**src/rtl/sobel_frame_sequencer.sv**
```systemverilog
// Frame sequencer between the UART RX byte stream, the sobel filter core and the UART TX:
// it validates the 4-byte header, forwards bytes, buffers filter output and reports frame status.
module sobel_frame_sequencer #(
  parameter int DATA_BITS      = 8,
  parameter int MAX_WIDTH      = 32,
  parameter int MAX_HEIGHT     = 1024,
  parameter int FIFO_DEPTH     = 16,
  parameter int TIMEOUT_CYCLES = 1000000
) (
  input  logic                 clk,
  input  logic                 rst,
  input  logic [DATA_BITS-1:0] rx_data,
  input  logic                 rx_valid,
  output logic [DATA_BITS-1:0] flt_data,
  output logic                 flt_valid,
  output logic                 flt_rst,
  input  logic [DATA_BITS-1:0] flt_out_data,
  input  logic                 flt_out_valid,
  output logic                 flt_ready_out,
  output logic [DATA_BITS-1:0] tx_data,
  output logic                 tx_valid,
  input  logic                 tx_ready,
  output logic                 busy,
  output logic                 frame_done,
  output logic                 err_hdr,
  output logic                 err_timeout,
  output logic                 err_overflow,
  output logic [15:0]          frame_count
);

  typedef enum logic [2:0] {S_IDLE, S_HDR, S_STREAM, S_DRAIN, S_FLUSH, S_RECOVER} state_t;

  localparam int PW = $clog2(FIFO_DEPTH);
  localparam int CW = PW + 1;
  localparam int IW = $clog2(TIMEOUT_CYCLES + 1);
  localparam logic [CW-1:0] DEPTH_C  = CW'(FIFO_DEPTH);
  localparam logic [IW-1:0] IDLE_MAX = IW'(TIMEOUT_CYCLES - 1);
  localparam logic [15:0]   MAX_W    = 16'(MAX_WIDTH);
  localparam logic [15:0]   MAX_H    = 16'(MAX_HEIGHT);
  localparam logic [5:0]    REC_LAST = 6'd63;

  state_t               state, state_nxt;
  logic [2:0]           hdr_cnt;
  logic [15:0]          width, height;
  logic [31:0]          total, pix_in, pix_out;
  logic [IW-1:0]        idle_cnt;
  logic [5:0]           rec_cnt;
  logic                 flush_cnt;
  logic [DATA_BITS-1:0] mem [FIFO_DEPTH];
  logic [PW-1:0]        wr_ptr, rd_ptr;
  logic [CW-1:0]        count;

  logic hdr_check, hdr_ok, rx_accept, timeout_hit, out_active;
  logic push, pop, full, wr_en, overflow, set_err_hdr, set_err_timeout;

  // The validation cycle follows the fourth header byte; an rx byte landing on it is dropped.
  assign hdr_check   = (state == S_HDR) && (hdr_cnt == 3'd4);
  assign hdr_ok      = (width >= 16'd3) && (width <= MAX_W) && (height >= 16'd3) && (height <= MAX_H);
  assign rx_accept   = rx_valid && ((state == S_IDLE) || (state == S_STREAM) ||
                                    ((state == S_HDR) && (hdr_cnt != 3'd4)));
  assign timeout_hit = !rx_valid && (idle_cnt >= IDLE_MAX);
  assign out_active  = (state == S_STREAM) || (state == S_DRAIN);

  assign push     = out_active && flt_out_valid;
  assign pop      = tx_valid && tx_ready;
  assign full     = (count == DEPTH_C);
  assign wr_en    = push && (!full || pop);
  assign overflow = push && full && !pop;

  // Two free entries leave room for the byte the filter may already have registered.
  assign flt_ready_out = out_active && ((DEPTH_C - count) >= CW'(2));
  assign flt_rst       = rst || (state == S_FLUSH) || (state == S_RECOVER);
  assign busy          = (state != S_IDLE);
  assign tx_valid      = (count != '0);
  assign tx_data       = mem[rd_ptr];

  // NOTE: every output of this block gets a default first so no path leaves a latch.
  always_comb begin
    state_nxt       = state;
    set_err_hdr     = 1'b0;
    set_err_timeout = 1'b0;
    unique case (state)
      S_IDLE:    if (rx_valid) state_nxt = S_HDR;
      S_HDR: begin
        if (hdr_check) begin
          if (hdr_ok) begin
            state_nxt = S_STREAM;
          end else begin
            state_nxt   = S_RECOVER;
            set_err_hdr = 1'b1;
          end
        end else if (timeout_hit) begin
          state_nxt       = S_RECOVER;
          set_err_timeout = 1'b1;
        end
      end
      S_STREAM: begin
        if (rx_valid && (pix_in + 32'd1 == total)) begin
          state_nxt = S_DRAIN;
        end else if (timeout_hit) begin
          state_nxt       = S_RECOVER;
          set_err_timeout = 1'b1;
        end
      end
      S_DRAIN:   if ((pix_out == total) && (count == '0)) state_nxt = S_FLUSH;
      S_FLUSH:   if (flush_cnt) state_nxt = S_IDLE;
      S_RECOVER: if (!rx_valid && (rec_cnt == REC_LAST)) state_nxt = S_IDLE;
      default:   state_nxt = S_IDLE;
    endcase
  end

  // NOTE: state is updated with non-blocking assignments so every register samples pre-edge values.
  always_ff @(posedge clk) begin
    if (rst) begin
      state        <= S_IDLE;
      hdr_cnt      <= '0;
      width        <= '0;
      height       <= '0;
      total        <= '0;
      pix_in       <= '0;
      pix_out      <= '0;
      idle_cnt     <= '0;
      rec_cnt      <= '0;
      flush_cnt    <= 1'b0;
      flt_data     <= '0;
      flt_valid    <= 1'b0;
      frame_done   <= 1'b0;
      frame_count  <= '0;
      err_hdr      <= 1'b0;
      err_timeout  <= 1'b0;
      err_overflow <= 1'b0;
    end else begin
      state     <= state_nxt;
      flt_valid <= rx_accept;
      if (rx_accept) flt_data <= rx_data;

      if (rx_valid)                 idle_cnt <= '0;
      else if (idle_cnt != IDLE_MAX) idle_cnt <= idle_cnt + IW'(1);

      rec_cnt   <= ((state != S_RECOVER) || rx_valid) ? '0 : rec_cnt + 6'd1;
      flush_cnt <= (state == S_FLUSH) && !flush_cnt;

      frame_done <= (state == S_DRAIN) && (state_nxt == S_FLUSH);
      if ((state == S_DRAIN) && (state_nxt == S_FLUSH)) frame_count <= frame_count + 16'd1;

      if ((state == S_IDLE) && rx_valid) begin
        width[7:0]  <= rx_data[7:0];
        hdr_cnt     <= 3'd1;
        err_hdr     <= 1'b0;
        err_timeout <= 1'b0;
      end else if ((state == S_HDR) && rx_accept) begin
        hdr_cnt <= hdr_cnt + 3'd1;
        case (hdr_cnt)
          3'd1:    width[15:8]  <= rx_data[7:0];
          3'd2:    height[7:0]  <= rx_data[7:0];
          default: height[15:8] <= rx_data[7:0];
        endcase
      end

      if (set_err_hdr)     err_hdr      <= 1'b1;
      if (set_err_timeout) err_timeout  <= 1'b1;
      if (overflow)        err_overflow <= 1'b1;
      if (hdr_check)       total        <= 32'(width) * 32'(height);

      // Pixel counters restart after any frame end, completed or aborted.
      if ((state == S_FLUSH) || (state == S_RECOVER)) begin
        pix_in  <= '0;
        pix_out <= '0;
      end else begin
        if ((state == S_STREAM) && rx_valid) pix_in  <= pix_in + 32'd1;
        if (push)                            pix_out <= pix_out + 32'd1;
      end
    end
  end

  always_ff @(posedge clk) begin
    if (rst || (state == S_RECOVER)) begin
      wr_ptr <= '0;
      rd_ptr <= '0;
      count  <= '0;
    end else begin
      if (wr_en) wr_ptr <= wr_ptr + PW'(1);
      if (pop)   rd_ptr <= rd_ptr + PW'(1);
      case ({wr_en, pop})
        2'b10:   count <= count + CW'(1);
        2'b01:   count <= count - CW'(1);
        default: count <= count;
      endcase
    end
  end

  // NOTE: the storage array has no reset; count gates tx_valid so stale entries are never presented.
  always_ff @(posedge clk) begin
    if (wr_en) mem[wr_ptr] <= flt_out_data;
  end

endmodule

```
**config.mk**
```make
export PLATFORM = sky130hd
export DESIGN_NAME = sobel_frame_sequencer
export DESIGN_NICKNAME = d
export VERILOG_FILES = /design/src/rtl/sobel_frame_sequencer.sv
export SDC_FILE = /design/constraint.sdc
export NUM_CORES = 1
export LEC_CHECK = 0
export CELL_PAD_IN_SITES_DETAIL_PLACEMENT = 1
export CELL_PAD_IN_SITES_GLOBAL_PLACEMENT = 1
export CORE_ASPECT_RATIO = 1.25
export CORE_MARGIN = 2
export CORE_UTILIZATION = 50
export CTS_CLUSTER_DIAMETER = 100
export DETAILED_ROUTE_END_ITERATION = 6
export GPL_TIMING_DRIVEN = 1
export PLACE_DENSITY_LB_ADDON = 0.1
export SKIP_CTS_REPAIR_TIMING = 1
export SYNTH_ARGS = -nofsm -noshare
export SYNTH_HDL_FRONTEND = slang
export SYNTH_SLANG_ARGS = --single-unit
```
**constraint.sdc**
```tcl
create_clock -name clk -period 8.1 [get_ports clk]
set_input_delay 1.215 -clock clk [delete_from_list [all_inputs] [get_ports clk]]
set_output_delay 1.215 -clock clk [all_outputs]
set_load 0.1 [all_outputs]
```
==> out/results.txt <==
synth top area cells: sky130_fd_sc_hd__dfxtp_1 (18%), sky130_fd_sc_hd__fa_1 (17%), sky130_fd_sc_hd__edfxtp_1 (16%)
mean instance size in the synthesized netlist: 9.76 um^2
worst-case register-to-register setup slack: 1.18 ns
I/O pin total: 62
final critical-path share of the clock period: 85.4%
final hold violations: 0
number of standard cells after synthesis: 2403
logic depth of the worst setup path including buffers: 19
leading cell type by number of instances after synthesis: sky130_fd_sc_hd__nand2_1
FF+latch count, synth: 335
worst-path cell chain: nand2_1, fa_1, fa_1, fa_1, inv_1, fa_1, fa_1, inv_1, fa_1, inv_1, ha_1, a21oi_1, nand3b_1, a21oi_1, nor2_1, o41ai_1, o21ai_0, a2111oi_0, nor3_1
highest metal layer used by the detailed router: met4
final weighted congestion of routability-driven global placement: 0.851
most used cell, CP: sky130_fd_sc_hd__fa_1
Layout Area Growth over Synthesis: 9.15%
remaining design rule violation count: 0
Hold/Removal Path Class: reg -> reg
M1 wire length: 24800 um
power density normalized to cell area: 158 nW/um^2
worst setup path endpoint: total[31]
count of input and output buffers: 61
Synth Seq Share: 34.1%
clock network latency to the later pin of the worst-skew pair: 0.56 ns
Slew headroom: 28.7%
level count of the clock H-tree: 2
path depth of the worst reg2reg path: 19
yosys stat cell total: 2403
iteration tally of the first detailed-router pass: 5
Gate power share: 15.7%
Remaining Overflow, GRT: 0
wire length on met3: 1710 um
library cells used by synthesis: 67
highest achievable clock rate: 145 MHz
hold-critical path endpoint: flush_cnt
drt initial violations: 609
number of antenna violations at the first check in global routing: 1
CTS Root Cell: sky130_fd_sc_hd__clkbuf_16
Switching Fraction: 28.4%
CP bufs+invs: 3
CTS sink cnt: 335
clock skew after layout: 0.0141 ns
Max Cap Viol: 0
instance count along the most critical hold path: 1
result of the run: finished clean
buffers from clock root to sink, at most: 3
commonest cells in the synthesized netlist: sky130_fd_sc_hd__nand2_1 (291), sky130_fd_sc_hd__inv_1 (258), sky130_fd_sc_hd__dfxtp_1 (207), sky130_fd_sc_hd__nor2_1 (205), sky130_fd_sc_hd__fa_1 (195)
summed instance area of the synthesized netlist: 23400 um^2
first-pass GRT wire length: 100000 um
area used by multi-input combinational logic: 14000 um^2
top cell family by delay on the critical path: adder cells
required time at the endpoint of the critical path: 8.52 ns
number of warnings in the stage logs: 34
internal portion of total power: 2.90 mW
Non-Filler Cell Area, Final: 25600 um^2
die width: 198 um
final cells by class:
class	count	share of cell area, %
antenna	1	0.00978
clock buffer	46	3.83
clock inverter	20	0.582
inverter	258	3.78
multi-input combinational	1693	54.8
sequential	335	31.2
tap	585	2.86
timing repair buffer	78	2.88
per-stage QoR:
stage          setup WS, ns  cells  hold WS (ns)
3_3_place_gp           1.27   2949         0.403
3_5_place_dp           1.10   2949         0.411
5_1_grt               0.764   3016         0.458
4_1_cts                1.11   3015         0.420
6_report               1.18   3016         0.417
2_1_floorplan          1.78   2403         0.395
sequential cells by signal, indices dropped and copies added, names as in the netlist, 16 cells and up, named ones only:
register and count:
pix_in 32, idle_cnt 20, frame_count 16, height 16, total 32, width 16, mem 128, pix_out 32
cells in the final DEF, fill, tap and decap left out, types with 7 or more instances in the layout:
cell and n:
sky130_fd_sc_hd__a31oi_1 11, sky130_fd_sc_hd__or3_1 24, sky130_fd_sc_hd__or2_2 7, sky130_fd_sc_hd__nor4_1 19
sky130_fd_sc_hd__nor2_1 205, sky130_fd_sc_hd__clkdlybuf4s50_1 60, sky130_fd_sc_hd__mux4_2 40, sky130_fd_sc_hd__clkbuf_1 7
sky130_fd_sc_hd__nor2b_1 9, sky130_fd_sc_hd__o211ai_1 8, sky130_fd_sc_hd__edfxtp_1 128, sky130_fd_sc_hd__nor3_1 40
sky130_fd_sc_hd__nand2_1 291, sky130_fd_sc_hd__nand4_1 39, sky130_fd_sc_hd__fa_1 195, sky130_fd_sc_hd__and2_1 127
sky130_fd_sc_hd__o21ai_0 45, sky130_fd_sc_hd__nand2b_1 8, sky130_fd_sc_hd__nand3b_1 11, sky130_fd_sc_hd__and4_1 9
sky130_fd_sc_hd__a21o_1 12, sky130_fd_sc_hd__buf_4 18, sky130_fd_sc_hd__xor2_1 98, sky130_fd_sc_hd__o21a_1 9
sky130_fd_sc_hd__inv_1 258, sky130_fd_sc_hd__dfxtp_1 205, sky130_fd_sc_hd__clkinv_2 7, sky130_fd_sc_hd__mux2i_1 40
sky130_fd_sc_hd__ha_1 125, sky130_fd_sc_hd__clkbuf_16 37, sky130_fd_sc_hd__nand3_1 51, sky130_fd_sc_hd__a21oi_1 95
sky130_fd_sc_hd__a211oi_1 7, sky130_fd_sc_hd__and3_1 17, sky130_fd_sc_hd__xnor2_1 87
power groups by stage:
stage	clock network [mW]	logic, mW	registers, mW
finish	1.61	0.637	1.80
global route	1.71	0.683	1.80
CTS	1.65	0.648	1.80
detailed placement	0	0.642	1.84
global placement	0	0.631	1.83
floorplan	0	0.469	1.84
kinds of logic (layout without fill, tap and decap cells):
| family | Yosys count | in the layout | share of synthesized area (%) |
|---|---|---|---|
| AND-OR/OR-AND | 230 | 230 | 5.97 |
| XOR/XNOR | 185 | 185 | 6.91 |
| adder cells (fa/ha/maj) | 320 | 320 | 23.3 |
| buffers and inverters | 375 | 402 | 6.09 |
| flip-flops | 335 | 335 | 34.1 |
| multiplexers | 81 | 81 | 5.60 |
| other | 0 | 1 | 0 |
| AND/OR/NAND/NOR | 877 | 877 | 18.0 |
==> images/cell_density.png <==
Drawn at 1.5 px/um. The die is cut into 20 by 25 equal tiles; dark blue is low, red is high, 0 to 100% covered.
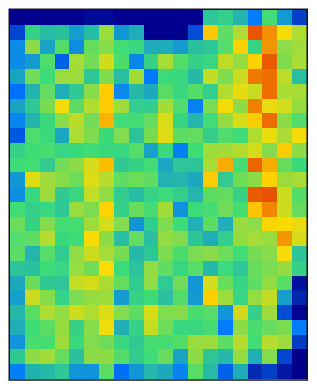
fullest tile = 91%
mean over tiles = 51%
nearly empty tiles = 3.8%
share of the core filled by cells before placement: 50.7%
Core Area: 46200 um^2
Util after Layout: 55.3%

==> images/congestion.png <==
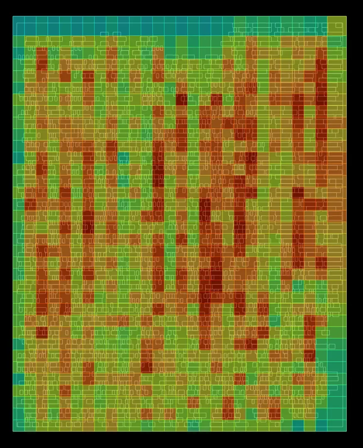
overall global routing resource usage: 26.4%
most crowded layer after global routing: met2
met1 layer usage reported by global route: 29.9%
post-detailed-route wirelength per cell: 20.5 um
met2 demand-to-capacity share in global routing: 50.3%

==> images/layer_met4.png <==
Drawn at 1.5 px/um. Supply wires on this layer in gray.
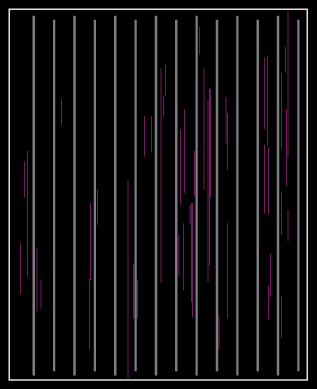
wire length on this layer = 2230 um
share of all routed wire = 3.6%
longest straight run = 143 um
main direction = vertical
nets with wire on the layer = 33
via count: 16900
DRT Wirelength: 61800 um

Power is estimated from default activity; no workload was simulated.
